[config.mk]
export PLATFORM = sky130hd
export DESIGN_NAME = bus_source_arbiter
export DESIGN_NICKNAME = d
export VERILOG_FILES = /design/src/rtl/bus_source_arbiter_pkg.sv /design/src/rtl/bus_source_arbiter_rr_picker.sv /design/src/rtl/bus_source_arbiter.sv
export SDC_FILE = /design/constraint.sdc
export NUM_CORES = 1
export LEC_CHECK = 0
export ABC_CLOCK_PERIOD_IN_PS = 8200
export CORE_ASPECT_RATIO = 0.75
export CORE_MARGIN = 4
export CORE_UTILIZATION = 45
export CTS_BUF_LIST = sky130_fd_sc_hd__clkbuf_4 sky130_fd_sc_hd__clkbuf_8 sky130_fd_sc_hd__clkbuf_16
export DETAILED_ROUTE_END_ITERATION = 10
export PLACE_DENSITY = 0.7
export RECOVER_POWER = 50
export SKIP_LAST_GASP = 1
export SYNTH_ARGS = -nofsm -noshare
export SYNTH_HDL_FRONTEND = slang
export SYNTH_SLANG_ARGS = --single-unit
[constraint.sdc]
create_clock -name clock -period 8.2 [get_ports clock]
set_input_delay 0.82 -clock clock [delete_from_list [all_inputs] [get_ports clock]]
set_output_delay 0.82 -clock clock [all_outputs]
set_load 0.03 [all_outputs]
[src/rtl/bus_source_arbiter_pkg.sv]
// Shared definitions for the datapath bus arbiter: source indices, idle select
// code and arbiter state encoding.
package bus_source_arbiter_pkg;

  localparam int SRC_R0     = 0;
  localparam int SRC_R1     = 1;
  localparam int SRC_R2     = 2;
  localparam int SRC_R3     = 3;
  localparam int SRC_R4     = 4;
  localparam int SRC_R5     = 5;
  localparam int SRC_R6     = 6;
  localparam int SRC_R7     = 7;
  localparam int SRC_R8     = 8;
  localparam int SRC_R9     = 9;
  localparam int SRC_R10    = 10;
  localparam int SRC_R11    = 11;
  localparam int SRC_R12    = 12;
  localparam int SRC_R13    = 13;
  localparam int SRC_R14    = 14;
  localparam int SRC_R15    = 15;
  localparam int SRC_HI     = 16;
  localparam int SRC_LO     = 17;
  localparam int SRC_ZHI    = 18;
  localparam int SRC_ZLO    = 19;
  localparam int SRC_PC     = 20;
  localparam int SRC_MDR    = 21;
  localparam int SRC_INPORT = 22;
  localparam int SRC_C      = 23;

  localparam logic [4:0] BUS_SEL_IDLE = 5'd0;

  typedef enum logic [1:0] {
    ST_IDLE  = 2'd0,
    ST_GRANT = 2'd1,
    ST_TURN  = 2'd2
  } state_e;

endpackage

[src/rtl/bus_source_arbiter_rr_picker.sv]
// Combinational rotating-priority picker: lowest set req index at or above ptr
// wins, otherwise the lowest set index overall (wrap-around).
module rr_picker #(
  parameter int N  = 24,
  parameter int PW = $clog2(N)
) (
  input  logic [N-1:0]  req,
  input  logic [PW-1:0] ptr,
  output logic          found,
  output logic [PW-1:0] winner
);

  logic          w_found_hi, w_found_lo;
  logic [PW-1:0] w_win_hi, w_win_lo;

  // Descending scan: the last hit written is the lowest matching index.
  always_comb begin
    w_found_hi = 1'b0;
    w_found_lo = 1'b0;
    w_win_hi   = '0;
    w_win_lo   = '0;
    for (int i = N - 1; i >= 0; i--) begin
      if (req[i]) begin
        w_found_lo = 1'b1;
        w_win_lo   = PW'(i);
        if (PW'(i) >= ptr) begin
          w_found_hi = 1'b1;
          w_win_hi   = PW'(i);
        end
      end
    end
  end

  assign found  = w_found_hi | w_found_lo;
  assign winner = w_found_hi ? w_win_hi : w_win_lo;

endmodule

[src/rtl/bus_source_arbiter.sv]
// Round-robin owner of the datapath bus with bounded tenure and a mandatory
// one-cycle turnaround between grants.
module bus_source_arbiter
  import bus_source_arbiter_pkg::*;
#(
  parameter int NUM_SRC  = 24,
  parameter int MAX_HOLD = 8
) (
  input  logic               clock,
  input  logic               clear_n,
  input  logic [NUM_SRC-1:0] req,
  output logic [NUM_SRC-1:0] grant,
  output logic [4:0]         bus_sel,
  output logic               bus_busy,
  output logic               hold_expired
);

  localparam int PW = $clog2(NUM_SRC);
  localparam int HW = (MAX_HOLD == 0) ? 1 : $clog2(MAX_HOLD + 1);

  state_e             r_state;
  logic [PW-1:0]      r_ptr, r_owner;
  logic [HW-1:0]      r_hold_cnt;
  logic [NUM_SRC-1:0] r_grant;
  logic [4:0]         r_bus_sel;
  logic               r_busy, r_hold_exp;

  logic               w_found, w_owner_req, w_hold_hit;
  logic [PW-1:0]      w_winner, w_next_ptr;

  rr_picker #(.N(NUM_SRC), .PW(PW)) u_picker (
    .req    (req),
    .ptr    (r_ptr),
    .found  (w_found),
    .winner (w_winner)
  );

  assign w_next_ptr  = (w_winner == PW'(NUM_SRC - 1)) ? '0 : w_winner + 1'b1;
  assign w_owner_req = req[r_owner];
  assign w_hold_hit  = (MAX_HOLD != 0) && (r_hold_cnt == HW'(MAX_HOLD));

  always_ff @(posedge clock or negedge clear_n) begin
    if (!clear_n) begin
      r_state    <= ST_IDLE;
      r_ptr      <= '0;
      r_owner    <= '0;
      r_hold_cnt <= '0;
      r_grant    <= '0;
      r_bus_sel  <= BUS_SEL_IDLE;
      r_busy     <= 1'b0;
      r_hold_exp <= 1'b0;
    end else begin
      r_hold_exp <= 1'b0;
      case (r_state)
        ST_GRANT: begin
          // A release wins over expiry, so hold_expired only fires while the owner still asks.
          if (!w_owner_req || w_hold_hit) begin
            r_state    <= ST_TURN;
            r_grant    <= '0;
            r_bus_sel  <= BUS_SEL_IDLE;
            r_busy     <= 1'b0;
            r_hold_exp <= w_owner_req;
          end else if (r_hold_cnt != '1) begin
            r_hold_cnt <= r_hold_cnt + 1'b1;
          end
        end
        default: begin
          if (w_found) begin
            r_state    <= ST_GRANT;
            r_owner    <= w_winner;
            r_ptr      <= w_next_ptr;
            r_hold_cnt <= HW'(1);
            r_grant    <= NUM_SRC'(1) << w_winner;
            r_bus_sel  <= 5'(w_winner) + 5'd1;
            r_busy     <= 1'b1;
          end else begin
            r_state    <= ST_IDLE;
            r_grant    <= '0;
            r_bus_sel  <= BUS_SEL_IDLE;
            r_busy     <= 1'b0;
          end
        end
      endcase
    end
  end

  assign grant        = r_grant;
  assign bus_sel      = r_bus_sel;
  assign bus_busy     = r_busy;
  assign hold_expired = r_hold_exp;

endmodule

==> flow_summary.json <==
{
  "status": "finished, violations left",
  "violations": "capacitance limit, slew limit",
  "gr-usage-all-layers_pct": 22.9,
  "area_delta_synth_final_pct": 22.0,
  "worst_pin_slew_ns": 2.43,
  "synth_chip_area_sq_mm": 0.00315,
  "clock_latency_ns": 0.30,
  "numSynthFlops": 46,
  "fin_nets": 416,
  "cts_tree": "yes",
  "hold_start": "bus_sel[4]",
  "ys_sh_xor_pct": 0,
  "seqPwrFrac_pct": 30.3,
  "fp_util_pct": 46.3,
  "mostFrequentLayoutCell": "dfrtp_1",
  "worst-path-max-fanout": 7,
  "cts_inserted_buffers": 5,
  "finalClockPeriodUsage_pct": 43.3,
  "ys_sh_adder_pct": 3.18,
  "openroad.warnings": 31,
  "cp_slowest_cell": "clkdlybuf4s50_1",
  "crit_top_cell": "a31oi_1",
  "cts_max_level": 2,
  "yosysWarnings": 0,
  "setup_viol": 0,
  "use_met3_pct": 5.86,
  "busiest_layer": "met1",
  "synth_nets": 369,
  "async_reset_ff_share_pct": 100,
  "ios": 57,
  "critPathKind": "in -> reg",
  "hpwl_um": 7100,
  "fillers": 570,
  "port_buffers": 56,
  "r2r_start": "r_ptr[2]",
  "drt_iter0_drc": 310,
  "crit_required_ns": 8.35,
  "slew_violations": 47,
  "simple_gate_share_pct": 22.6,
  "core_sq_mm": 0.00680,
  "cap_viol_max_count": 1,
  "rows": 26,
  "fmax_ghz": 0.282
}
cells in the mapped netlist, types with 3 or more instances:
cell,instances,share of area [%]
a32o_1,3,0.95
ha_1,8,3.2
and2_1,8,1.6
o21ai_1,5,0.79
nand3_1,10,1.6
a21o_1,4,0.95
nand2b_1,5,0.99
clkbuf_1,6,0.71
dfrtp_1,46,37
a31oi_1,6,1.2
nor2b_1,6,1.2
o31ai_1,7,1.7
o21ai_0,18,2.9
nor3_1,10,1.6
inv_1,16,1.9
o31a_1,5,1.4
o21a_1,4,0.95
a22o_1,21,5.8
nand2_1,31,3.7
and3_1,5,0.99
nor4_1,4,0.79
a32oi_1,3,0.83
buf_2,5,0.79
nor2_1,23,2.7
nand4_1,3,0.60
a21oi_1,12,1.9
mux4_2,7,5.0
buf_4,5,1.2
final timing paths:
path | slack [ns] | cells after the start | endpoint
max | 4.65 | 11 | r_ptr[4]
max reg2reg | 4.81 | 10 | r_ptr[4]
min in group asynchronous | 1.25 | 1 | hold_expired
max in group asynchronous | 5.56 | 1 | r_owner[4]
min reg2reg | 0.48 | 2 | bus_sel[4]
min | 0.48 | 2 | bus_sel[4]
flip-flops by register name (all words and copies together) (netlist names):
register and flops:
r_hold_cnt 4, grant 24, r_ptr 5, hold_expired 1
bus_sel 5, r_owner 5, r_state 2
cell type report:
class | count | area [sq um] | area share, %
Inverter | 16 | 60.1 | 1.56
Clock buffer | 6 | 76.3 | 1.99
Clock inverter | 2 | 37.5 | 0.977
Timing Repair Buffer | 57 | 562 | 14.6
Sequential cell | 46 | 1150 | 30.0
Tap cell | 84 | 105 | 2.74
Multi-Input combinational cell | 256 | 1850 | 48.2
worst max-delay path, delay by kind of cell:
| family | cells | cell delay, ns |
|---|---|---|
| simple gates | 4 | 0.90 |
| compound gates | 4 | 0.89 |
| buf+inv | 2 | 0.81 |
| fa+ha+maj | 1 | 0.28 |
metal layers:
| metal | share of wire (%) | wire [um] |
|---|---|---|
| met5 | 0 | 0 |
| met4 | 1.1 | 101 |
| met3 | 8.9 | 836 |
| met2 | 42 | 3910 |
| met1 | 48 | 4530 |
metrics by stage:
stage	worst slack, ns	instances	utilization [%]	hold slack, ns
final	4.65	467	56.5	0.483
after global routing	4.43	467	56.5	0.513
after CTS	4.69	467	56.5	0.491
after detailed placement	4.39	459	54.9	0.471
after global placement	4.36	459	54.9	0.466
after floorplan	5.31	335	-	0.471
power groups by stage:
| stage | Sequential, mW | Clock [mW] | Combinational, mW |
|---|---|---|---|
| after floorplan | 0.367 | 0 | 0.482 |
| after global placement | 0.374 | 0 | 0.678 |
| after detailed placement | 0.374 | 0 | 0.680 |
| after CTS | 0.370 | 0.174 | 0.687 |
| after global routing | 0.381 | 0.184 | 0.749 |
| final | 0.372 | 0.171 | 0.687 |
cells by family after synthesis:
| logic type | count (synthesis) |
|---|---|
| AOI/OAI and AO/OA | 114 |
| DFF | 46 |
| and+or+nand+nor | 126 |
| muxes | 8 |
| buffers and inverters | 33 |
| adders and majority gates | 8 |
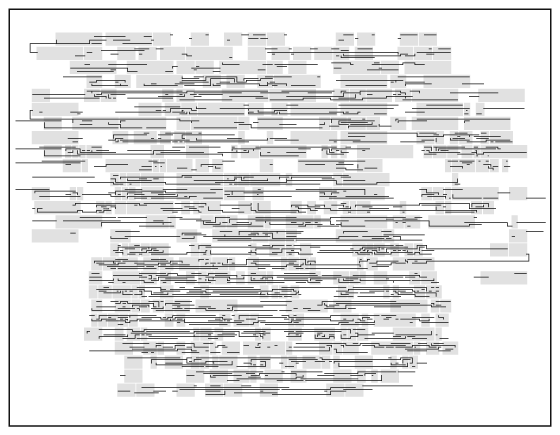
Figure 1: signal wires on met1.
Cells faint in the background.
main direction: horizontal
longest straight run: 40.0 um
met1 Usage GRT: 35.4%
routed wire length: 9370 um
Vias: 2976

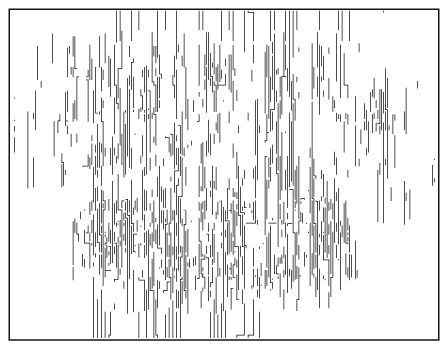
Figure 2: signal wires on met2.
main direction: vertical
nets with wire on the layer: 362
longest straight run: 26.5 um
share of all routed wire: 42%

Power is estimated from default activity; no workload was simulated.
